`src/rtl/axi4l_pkg.sv`:
```
// Shared AXI4-Lite types and the base/mask address decode used by register-mapped slaves.
package axi4l_pkg;

    typedef enum logic [1:0] {
        OKAY   = 2'b00,
        SLVERR = 2'b10
    } axi4l_resp_t;

    typedef enum logic [1:0] {
        W_IDLE = 2'b00,
        W_ADDR = 2'b01,
        W_DATA = 2'b10,
        W_RESP = 2'b11
    } wr_state_t;

    typedef enum logic [0:0] {
        R_IDLE = 1'b0,
        R_DATA = 1'b1
    } rd_state_t;

    // Hit when the masked upper bits match the base and no unmasked bit above the low field is set.
    function automatic logic addr_hit(
        input logic [63:0] addr,
        input logic [63:0] base,
        input logic [63:0] mask,
        input int unsigned low_bits
    );
        logic [63:0] low_mask;
        low_mask = (64'd1 << low_bits) - 64'd1;
        return ((addr & mask) == base) && ((addr & ~mask & ~low_mask) == 64'd0);
    endfunction

endpackage

```
`src/rtl/axi4l_reg_slave_decode.sv`:
```
// Combinational address decode: register index plus hit/miss for one AXI4-Lite channel.
module axi4l_reg_slave_decode
    import axi4l_pkg::*;
#(
    parameter int unsigned ADDR_WIDTH       = 32,
    parameter logic [63:0] BASE_OFFSET      = 64'h0,
    parameter logic [63:0] BASE_OFFSET_MASK = 64'h0,
    parameter int unsigned NUM_REGS         = 8,
    localparam int unsigned IDX_W           = $clog2(NUM_REGS)
) (
    input  logic [ADDR_WIDTH-1:0] addr,
    output logic [IDX_W-1:0]      idx,
    output logic                  hit
);

    logic [63:0] addr_ext_s;

    // Byte-offset bits [1:0] never reach the index; everything above the index field feeds the hit test.
    always_comb begin
        addr_ext_s = 64'(addr);
        idx        = addr[IDX_W+1:2];
        hit        = addr_hit(addr_ext_s, BASE_OFFSET, BASE_OFFSET_MASK, IDX_W + 32'd2);
    end

endmodule

```
`src/rtl/axi4l_reg_slave.sv`:
```
// AXI4-Lite responder exposing NUM_REGS 32-bit control registers.
// Optional byte-strobe support is enabled by defining AXI4L_REG_SLAVE_WSTRB_EN.
module axi4l_reg_slave
    import axi4l_pkg::*;
#(
    parameter logic [63:0] BASE_OFFSET      = 64'h0,
    parameter logic [63:0] BASE_OFFSET_MASK = 64'h0,
    parameter int unsigned ADDR_WIDTH       = 32,
    parameter int unsigned DATA_WIDTH       = 32,
    parameter int unsigned NUM_REGS         = 8
) (
    input  logic                     clk,
    input  logic                     rstn,
    input  logic [ADDR_WIDTH-1:0]    awaddr,
    input  logic                     awvalid,
    output logic                     awready,
    input  logic [31:0]              wdata,
    input  logic [3:0]               wstrb,
    input  logic                     wvalid,
    output logic                     wready,
    output logic [1:0]               bresp,
    output logic                     bvalid,
    input  logic                     bready,
    input  logic [ADDR_WIDTH-1:0]    araddr,
    input  logic                     arvalid,
    output logic                     arready,
    output logic [31:0]              rdata,
    output logic [1:0]               rresp,
    output logic                     rvalid,
    input  logic                     rready,
    output logic [NUM_REGS*32-1:0]   regs,
    output logic [NUM_REGS-1:0]      wr_pulse
);

    localparam int unsigned IDX_W = $clog2(NUM_REGS);

    generate
        if (DATA_WIDTH != 32) begin : g_bad_data_width
            $error("axi4l_reg_slave: DATA_WIDTH must be 32");
        end
        if ((NUM_REGS < 2) || (NUM_REGS > 256) || ((NUM_REGS & (NUM_REGS - 1)) != 0)) begin : g_bad_num_regs
            $error("axi4l_reg_slave: NUM_REGS must be a power of two from 2 to 256");
        end
    endgenerate

    wr_state_t             wr_state_r;
    rd_state_t             rd_state_r;
    logic                  ready_en_r;
    logic                  aw_open_r;
    logic                  w_open_r;
    logic                  ar_open_r;
    logic                  bvalid_r;
    logic                  rvalid_r;
    axi4l_resp_t           bresp_r;
    axi4l_resp_t           rresp_r;
    logic [31:0]           rdata_r;
    logic [ADDR_WIDTH-1:0] awaddr_hold_r;
    logic [31:0]           wdata_hold_r;
    logic [3:0]            wstrb_hold_r;
    logic [31:0]           regs_r [NUM_REGS];
    logic [NUM_REGS-1:0]   wr_pulse_r;

    logic                  aw_hs_s;
    logic                  w_hs_s;
    logic                  ar_hs_s;
    logic                  commit_s;
    logic [ADDR_WIDTH-1:0] wr_addr_s;
    logic [31:0]           wr_data_s;
    logic [3:0]            wr_strb_s;
    logic [31:0]           wr_merged_s;
    logic [IDX_W-1:0]      wr_idx_s;
    logic [IDX_W-1:0]      rd_idx_s;
    logic                  wr_hit_s;
    logic                  rd_hit_s;

    // Readies are gated by ready_en_r so they only appear one edge after reset release.
    assign awready  = ready_en_r & aw_open_r;
    assign wready   = ready_en_r & w_open_r;
    assign arready  = ready_en_r & ar_open_r;
    assign bvalid   = bvalid_r;
    assign bresp    = bresp_r;
    assign rvalid   = rvalid_r;
    assign rdata    = rdata_r;
    assign rresp    = rresp_r;
    assign wr_pulse = wr_pulse_r;

    generate
        for (genvar g = 0; g < NUM_REGS; g++) begin : g_flatten
            assign regs[32*g +: 32] = regs_r[g];
        end
    endgenerate

    axi4l_reg_slave_decode #(
        .ADDR_WIDTH       (ADDR_WIDTH),
        .BASE_OFFSET      (BASE_OFFSET),
        .BASE_OFFSET_MASK (BASE_OFFSET_MASK),
        .NUM_REGS         (NUM_REGS)
    ) u_wr_decode (
        .addr (wr_addr_s),
        .idx  (wr_idx_s),
        .hit  (wr_hit_s)
    );

    axi4l_reg_slave_decode #(
        .ADDR_WIDTH       (ADDR_WIDTH),
        .BASE_OFFSET      (BASE_OFFSET),
        .BASE_OFFSET_MASK (BASE_OFFSET_MASK),
        .NUM_REGS         (NUM_REGS)
    ) u_rd_decode (
        .addr (araddr),
        .idx  (rd_idx_s),
        .hit  (rd_hit_s)
    );

    // Handshakes, plus selection of the held or live half of a write on the completing edge.
    always_comb begin
        aw_hs_s   = awvalid & awready;
        w_hs_s    = wvalid & wready;
        ar_hs_s   = arvalid & arready;
        wr_addr_s = awaddr;
        wr_data_s = wdata;
        wr_strb_s = wstrb;
        commit_s  = 1'b0;
        case (wr_state_r)
            W_IDLE: begin
                commit_s = aw_hs_s & w_hs_s;
            end
            W_ADDR: begin
                wr_addr_s = awaddr_hold_r;
                commit_s  = w_hs_s;
            end
            W_DATA: begin
                wr_data_s = wdata_hold_r;
                wr_strb_s = wstrb_hold_r;
                commit_s  = aw_hs_s;
            end
            W_RESP: begin
                commit_s = 1'b0;
            end
            default: begin
                commit_s = 1'b0;
            end
        endcase
    end

`ifdef AXI4L_REG_SLAVE_WSTRB_EN
    // Byte lanes without a strobe keep the current register contents.
    always_comb begin
        wr_merged_s = regs_r[wr_idx_s];
        for (int b = 0; b < 4; b++) begin
            if (wr_strb_s[b]) begin
                wr_merged_s[8*b +: 8] = wr_data_s[8*b +: 8];
            end else begin
                wr_merged_s[8*b +: 8] = regs_r[wr_idx_s][8*b +: 8];
            end
        end
    end
`else
    assign wr_merged_s = wr_data_s;
    logic unused_strb_s;
    assign unused_strb_s = ^wr_strb_s;
`endif

    // Readies come up on the first edge after reset release.
    always_ff @(posedge clk or negedge rstn) begin
        if (!rstn) begin
            ready_en_r <= 1'b0;
        end else begin
            ready_en_r <= 1'b1;
        end
    end

    // Write FSM: collect AW and W in either order, then hold the response until accepted.
    always_ff @(posedge clk or negedge rstn) begin
        if (!rstn) begin
            wr_state_r    <= W_IDLE;
            aw_open_r     <= 1'b1;
            w_open_r      <= 1'b1;
            bvalid_r      <= 1'b0;
            bresp_r       <= OKAY;
            awaddr_hold_r <= {ADDR_WIDTH{1'b0}};
            wdata_hold_r  <= 32'h0;
            wstrb_hold_r  <= 4'h0;
        end else begin
            case (wr_state_r)
                W_IDLE: begin
                    if (commit_s) begin
                        wr_state_r <= W_RESP;
                        aw_open_r  <= 1'b0;
                        w_open_r   <= 1'b0;
                        bvalid_r   <= 1'b1;
                        bresp_r    <= wr_hit_s ? OKAY : SLVERR;
                    end else if (aw_hs_s) begin
                        wr_state_r    <= W_ADDR;
                        aw_open_r     <= 1'b0;
                        awaddr_hold_r <= awaddr;
                    end else if (w_hs_s) begin
                        wr_state_r   <= W_DATA;
                        w_open_r     <= 1'b0;
                        wdata_hold_r <= wdata;
                        wstrb_hold_r <= wstrb;
                    end
                end
                W_ADDR, W_DATA: begin
                    if (commit_s) begin
                        wr_state_r <= W_RESP;
                        aw_open_r  <= 1'b0;
                        w_open_r   <= 1'b0;
                        bvalid_r   <= 1'b1;
                        bresp_r    <= wr_hit_s ? OKAY : SLVERR;
                    end
                end
                W_RESP: begin
                    if (bready) begin
                        wr_state_r <= W_IDLE;
                        aw_open_r  <= 1'b1;
                        w_open_r   <= 1'b1;
                        bvalid_r   <= 1'b0;
                    end
                end
                default: begin
                    wr_state_r <= W_IDLE;
                    aw_open_r  <= 1'b1;
                    w_open_r   <= 1'b1;
                    bvalid_r   <= 1'b0;
                end
            endcase
        end
    end

    // Register file and write strobes; misses are dropped without a pulse.
    always_ff @(posedge clk or negedge rstn) begin
        if (!rstn) begin
            for (int i = 0; i < NUM_REGS; i++) begin
                regs_r[i] <= 32'h0;
            end
            wr_pulse_r <= {NUM_REGS{1'b0}};
        end else begin
            wr_pulse_r <= {NUM_REGS{1'b0}};
            if (commit_s && wr_hit_s) begin
                regs_r[wr_idx_s]     <= wr_merged_s;
                wr_pulse_r[wr_idx_s] <= 1'b1;
            end
        end
    end

    // Read FSM: capture data on AR, hold it stable until rready.
    always_ff @(posedge clk or negedge rstn) begin
        if (!rstn) begin
            rd_state_r <= R_IDLE;
            ar_open_r  <= 1'b1;
            rvalid_r   <= 1'b0;
            rdata_r    <= 32'h0;
            rresp_r    <= OKAY;
        end else begin
            case (rd_state_r)
                R_IDLE: begin
                    if (ar_hs_s) begin
                        rd_state_r <= R_DATA;
                        ar_open_r  <= 1'b0;
                        rvalid_r   <= 1'b1;
                        rdata_r    <= rd_hit_s ? regs_r[rd_idx_s] : 32'h0;
                        rresp_r    <= rd_hit_s ? OKAY : SLVERR;
                    end
                end
                R_DATA: begin
                    if (rready) begin
                        rd_state_r <= R_IDLE;
                        ar_open_r  <= 1'b1;
                        rvalid_r   <= 1'b0;
                    end
                end
                default: begin
                    rd_state_r <= R_IDLE;
                    ar_open_r  <= 1'b1;
                    rvalid_r   <= 1'b0;
                end
            endcase
        end
    end

endmodule

```
`config.mk`:
```
export PLATFORM = sky130hd
export DESIGN_NAME = axi4l_reg_slave
export DESIGN_NICKNAME = d
export VERILOG_FILES = /design/src/rtl/axi4l_pkg.sv /design/src/rtl/axi4l_reg_slave_decode.sv /design/src/rtl/axi4l_reg_slave.sv
export SDC_FILE = /design/constraint.sdc
export NUM_CORES = 1
export LEC_CHECK = 0
export CAP_MARGIN = 20
export CORE_ASPECT_RATIO = 0.5
export CORE_UTILIZATION = 45
export CTS_CLUSTER_SIZE = 28
export DETAILED_ROUTE_END_ITERATION = 12
export PLACE_DENSITY = 0.77
export SYNTH_ARGS = -nofsm -noshare
export SYNTH_HDL_FRONTEND = slang
export SYNTH_HIERARCHICAL = 1
export SYNTH_SLANG_ARGS = --single-unit
```
`constraint.sdc`:
```
create_clock -name clk -period 3.5 [get_ports clk]
set_clock_uncertainty 0.1 [all_clocks]
set_input_delay 0.525 -clock clk [delete_from_list [all_inputs] [get_ports clk]]
set_output_delay 0.525 -clock clk [all_outputs]
set_load 0.03 [all_outputs]
```
==> flow_summary.html <==
<!-- implementation run metrics -->
<table>
<tr><th>Metric</th><th>Value</th></tr>
<tr><th colspan="2">Power</th></tr>
<tr><td>Static leakage</td><td>0.0105 uW</td></tr>
<tr><td>Clock share of power</td><td>0.358</td></tr>
<tr><td>Switching share of total power</td><td>0.287</td></tr>
<tr><td>Cell-internal power</td><td>7850 uW</td></tr>
<tr><td>Ratio of total power to cell area</td><td>471 nW/um^2</td></tr>
<tr><td>Switching power summed over all nets</td><td>3150 uW</td></tr>
<tr><td>Part of the total power dissipated in sequential elements</td><td>0.431</td></tr>
<tr><td>Worst IR Drop VDD</td><td>0.000343 V</td></tr>
<tr><td>Proportion of power drawn by combinational gates</td><td>0.211</td></tr>
<tr><th colspan="2">Drt</th></tr>
<tr><td>Routed length per instance</td><td>26.8 um</td></tr>
<tr><td>DRC errors left</td><td>5</td></tr>
<tr><td>Number of iterations in the first detailed-routing pass</td><td>11</td></tr>
<tr><td>Starting DRC count in detailed routing</td><td>766</td></tr>
<tr><td>Via count</td><td>11696</td></tr>
<tr><th colspan="2">Synth</th></tr>
<tr><td>Area of the mapped netlist</td><td>16700 sq um</td></tr>
<tr><td>Cell count after synthesis</td><td>1076</td></tr>
<tr><td>Avg Inst Size Synth</td><td>15.5 sq um</td></tr>
<tr><td>Warnings from Yosys</td><td>6</td></tr>
<tr><th colspan="2">Worst setup path</th></tr>
<tr><td>Worst reg2reg setup slack</td><td>0.02 ns</td></tr>
<tr><td>Data arrival, critical path</td><td>3.80 ns</td></tr>
<tr><td>Worst R2R End</td><td>regs[196]</td></tr>
<tr><td>Source of the worst register-to-register timing path</td><td>wr_state_r[1]</td></tr>
<tr><td>Cell-by-cell listing of the critical path</td><td>inv_2 -&gt; ha_4 -&gt; clkbuf_16 -&gt; mux2_2 -&gt; nor4_1 -&gt; nand3_1 -&gt; nor2_2 -&gt; buf_6 -&gt; nand3b_1 -&gt; buf_4 -&gt; a211oi_4 -&gt; buf_6 -&gt; clkbuf_16 -&gt; mux2_2</td></tr>
<tr><td>Number of buffers and inverters on the critical path</td><td>6</td></tr>
<tr><td>Largest fanout of any net on the critical path</td><td>6</td></tr>
<tr><td>Reg2reg path depth</td><td>14</td></tr>
<tr><td>Crit. path cell count</td><td>14</td></tr>
<tr><td>Worst Setup Start Kind</td><td>flop</td></tr>
<tr><td>Critical Path End Type</td><td>flop</td></tr>
<tr><td>Crit-path max cell delay</td><td>0.39 ns</td></tr>
<tr><td>Crit path DRT</td><td>3.82 ns</td></tr>
<tr><td>Critical setup path kind</td><td>reg -&gt; reg</td></tr>
<tr><td>Slowest cell on the critical path</td><td>sky130_fd_sc_hd__dfrtp_1</td></tr>
<tr><td>Family of cells with the greatest summed delay on the critical path</td><td>buffers and inverters</td></tr>
<tr><th colspan="2">Floorplan</th></tr>
<tr><td>FP Core Util</td><td>0.461</td></tr>
<tr><td>Die Size</td><td>37900 sq um</td></tr>
<tr><td>Floorplan die height</td><td>138 um</td></tr>
<tr><td>Std-Cell Core Area</td><td>36200 sq um</td></tr>
<tr><td>Top-level I/O count</td><td>412</td></tr>
<tr><td>Cell Rows</td><td>49</td></tr>
<tr><td>Die extent in x</td><td>274 um</td></tr>
<tr><th colspan="2">Clock network</th></tr>
<tr><td>Number of clock sinks seen by CTS</td><td>369</td></tr>
<tr><td>CTS tree</td><td>done</td></tr>
<tr><td>Clock tree root buffer cell</td><td>sky130_fd_sc_hd__clkbuf_16</td></tr>
<tr><td>Total clock buffers created by CTS</td><td>37</td></tr>
<tr><td>CTS clk-pin slew, worst paths</td><td>0.06 ns</td></tr>
<tr><td>CTS HTree Levels</td><td>2</td></tr>
<tr><td>Clock network latency to the later pin of the worst-skew pair</td><td>0.54 ns</td></tr>
<tr><th colspan="2">Finish</th></tr>
<tr><td>Final net count</td><td>1632</td></tr>
<tr><td>Fraction of final layout cells with drive strength greater than 1</td><td>0.388</td></tr>
<tr><td>Final design utilization</td><td>0.645</td></tr>
<tr><td>Number of inserted filler cells in the final layout</td><td>2567</td></tr>
<tr><td>Post-Layout Inst Area</td><td>23400 sq um</td></tr>
<tr><td>Synthesis-to-finish area growth</td><td>40.0%</td></tr>
<tr><th colspan="2">Place</th></tr>
<tr><td>Port Buffers</td><td>401</td></tr>
<tr><td>Last weighted congestion value of the routability-driven placer</td><td>0.872</td></tr>
<tr><td>Total cell area at the placement stage</td><td>21500 sq um</td></tr>
<tr><td>Estimated wirelength of the detail-placed design</td><td>35300 um</td></tr>
<tr><th colspan="2">Global route</th></tr>
<tr><td>Sum of overflow across all layers after global routing</td><td>0</td></tr>
<tr><td>GRT Overall Usage</td><td>0.282</td></tr>
<tr><td>First-pass GRT wire length</td><td>80300 um</td></tr>
<tr><td>Via count of the first global-routing pass</td><td>12644</td></tr>
<tr><th colspan="2">Job</th></tr>
<tr><td>Number of warning messages in the logs</td><td>39</td></tr>
<tr><td># Max-Cap Violations</td><td>0</td></tr>
<tr><th colspan="2">Final timing</th></tr>
<tr><td>Summed negative setup slack over all endpoints</td><td>0 ns</td></tr>
<tr><td>Unrepaired setup endpoints after global routing</td><td>true</td></tr>
<tr><td>Crit share post-route</td><td>0.993</td></tr>
<tr><td>Total of endpoints with negative setup slack in the final report</td><td>0</td></tr>
<tr><td>Worst Hold Slack</td><td>0.373 ns</td></tr>
<tr><td>Shortest period the worst path allows</td><td>3.48 ns</td></tr>
<tr><td>Final hold violations</td><td>0</td></tr>
<tr><th colspan="2">Outcome</th></tr>
<tr><td>Violations in the final reports</td><td>design-rule violations</td></tr>
<tr><td>Status</td><td>complete, but fails checks</td></tr>
<tr><th colspan="2">Hold path</th></tr>
<tr><td>Source of the worst hold timing path</td><td>rdata[13]</td></tr>
<tr><td>Type of the most critical hold path</td><td>reg -&gt; reg</td></tr>
<tr><td>Worst Hold Depth</td><td>2</td></tr>
<tr><td>End point of the worst hold path</td><td>rdata[13]</td></tr>
</table>
==> flip-flops by register name, summed over array words and instances (netlist names) <==
name           count
bvalid             1
bresp              1
aw_open_r          1
ar_open_r          1
wr_pulse           8
rd_state_r         1
ready_en_r         1
w_open_r           1
wdata_hold_r      32
regs             256
rresp              1
rvalid             1
wr_state_r         2
rdata             32
awaddr_hold_r     30
==> cells in the final DEF, fill, tap and decap left out, drive strengths merged, types with 4 or more instances in the layout <==
cell / instances
nor2: 4
o21ai: 40
ha: 5
diode: 4
mux2i: 36
buf: 73
nor4: 12
clkdlybuf4s50: 397
mux4: 64
nand2: 35
a211oi: 6
mux2: 380
inv: 9
clkbuf: 64
nand3: 8
clkinv: 7
dfrtp: 366
==> worst min-delay path, stage by stage, from the launching register on <==
cell and delay [ns]:
sky130_fd_sc_hd__dfrtp_1 0.34, sky130_fd_sc_hd__nand2_1 0.04, sky130_fd_sc_hd__o21ai_0 0.05
==> timing repair <==
item	4_1_cts	5_1_grt
gates cloned	4	8
setup buffers	7	11
endpoints found under the hold margin	85	0
hold buffers	1	0
pin swaps	4	8
setup endpoints to repair	81	240
resized	9	41
==> metrics by stage <==
step / std cells / setup WS [ns]
2_1_floorplan: 1077 / 0.000721
3_3_place_gp: 1934 / -0.203
3_5_place_dp: 1934 / -0.213
4_1_cts: 2012 / 0.0274
5_1_grt: 2035 / -0.0906
6_report: 2035 / 0.0246
==> how the worst max path moves through the flow <==
stage	start	endpoint	slack (ns)
after global routing	wr_state_r[1]	regs[196]	-0.09
after CTS	wr_state_r[1]	regs[75]	0.03
after global placement	awaddr[14]	regs[5]	-0.20
after detailed placement	awaddr[15]	regs[11]	-0.21
after floorplan	wr_state_r[1]	regs[10]	0.0007
final	wr_state_r[1]	regs[196]	0.02
==> power groups by stage <==
stage	sequential (uW)	clock (uW)	combinational, uW
floorplan	4790	0	1310
global placement	4770	0	1970
detailed placement	4810	0	2090
CTS	4730	3980	2170
global route	4770	4180	2460
finish	4740	3940	2320
==> layout make-up <==
| type | count | area (sq um) | share of cell area |
|---|---|---|---|
| tap | 484 | 606 | 0.0259 |
| timing repair buffer | 478 | 5100 | 0.218 |
| inverter | 8 | 30.0 | 0.00128 |
| multi-input combinational | 626 | 7210 | 0.309 |
| clock inverter | 9 | 55.1 | 0.00235 |
| clock buffer | 57 | 1120 | 0.0481 |
| antenna | 4 | 10.0 | 0.000428 |
| sequential | 369 | 9240 | 0.395 |
==> layer usage <==
layer	wire (um)	global-route usage	vias up
met5	0	0	-
met4	2550	0.132	0
met3	2690	0.0516	140
met2	28000	0.479	412
met1	21300	0.349	6270
li1	-	-	4874
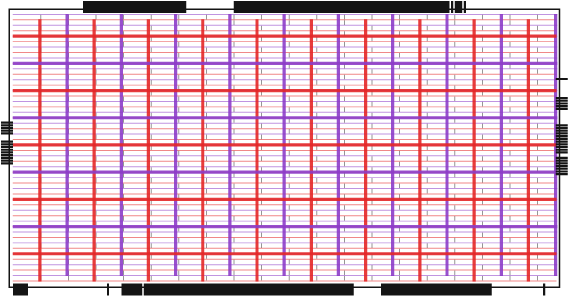
(images/power_grid.png)
(2 px per um) Pins as bars on the die edge. Tap cells in grey.
net	colour
VDD	purple
VSS	red
met4 straps	20
tap cells	484

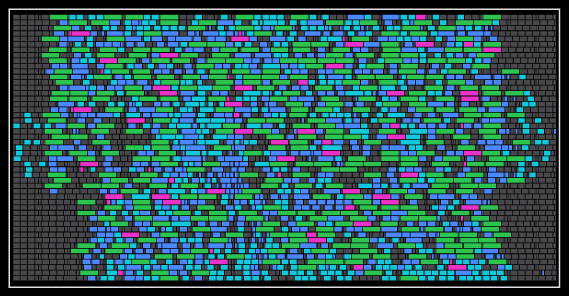
(images/placement_by_type.png)
(2 px per um) Fill, decap, tap and diode cells in grey.
class	colour	cells
clock drivers and dummy loads	magenta	66
combinational and other logic	blue	634
other buffers and delay cells	cyan	478
flops	green	369

Power is estimated from default activity; no workload was simulated.
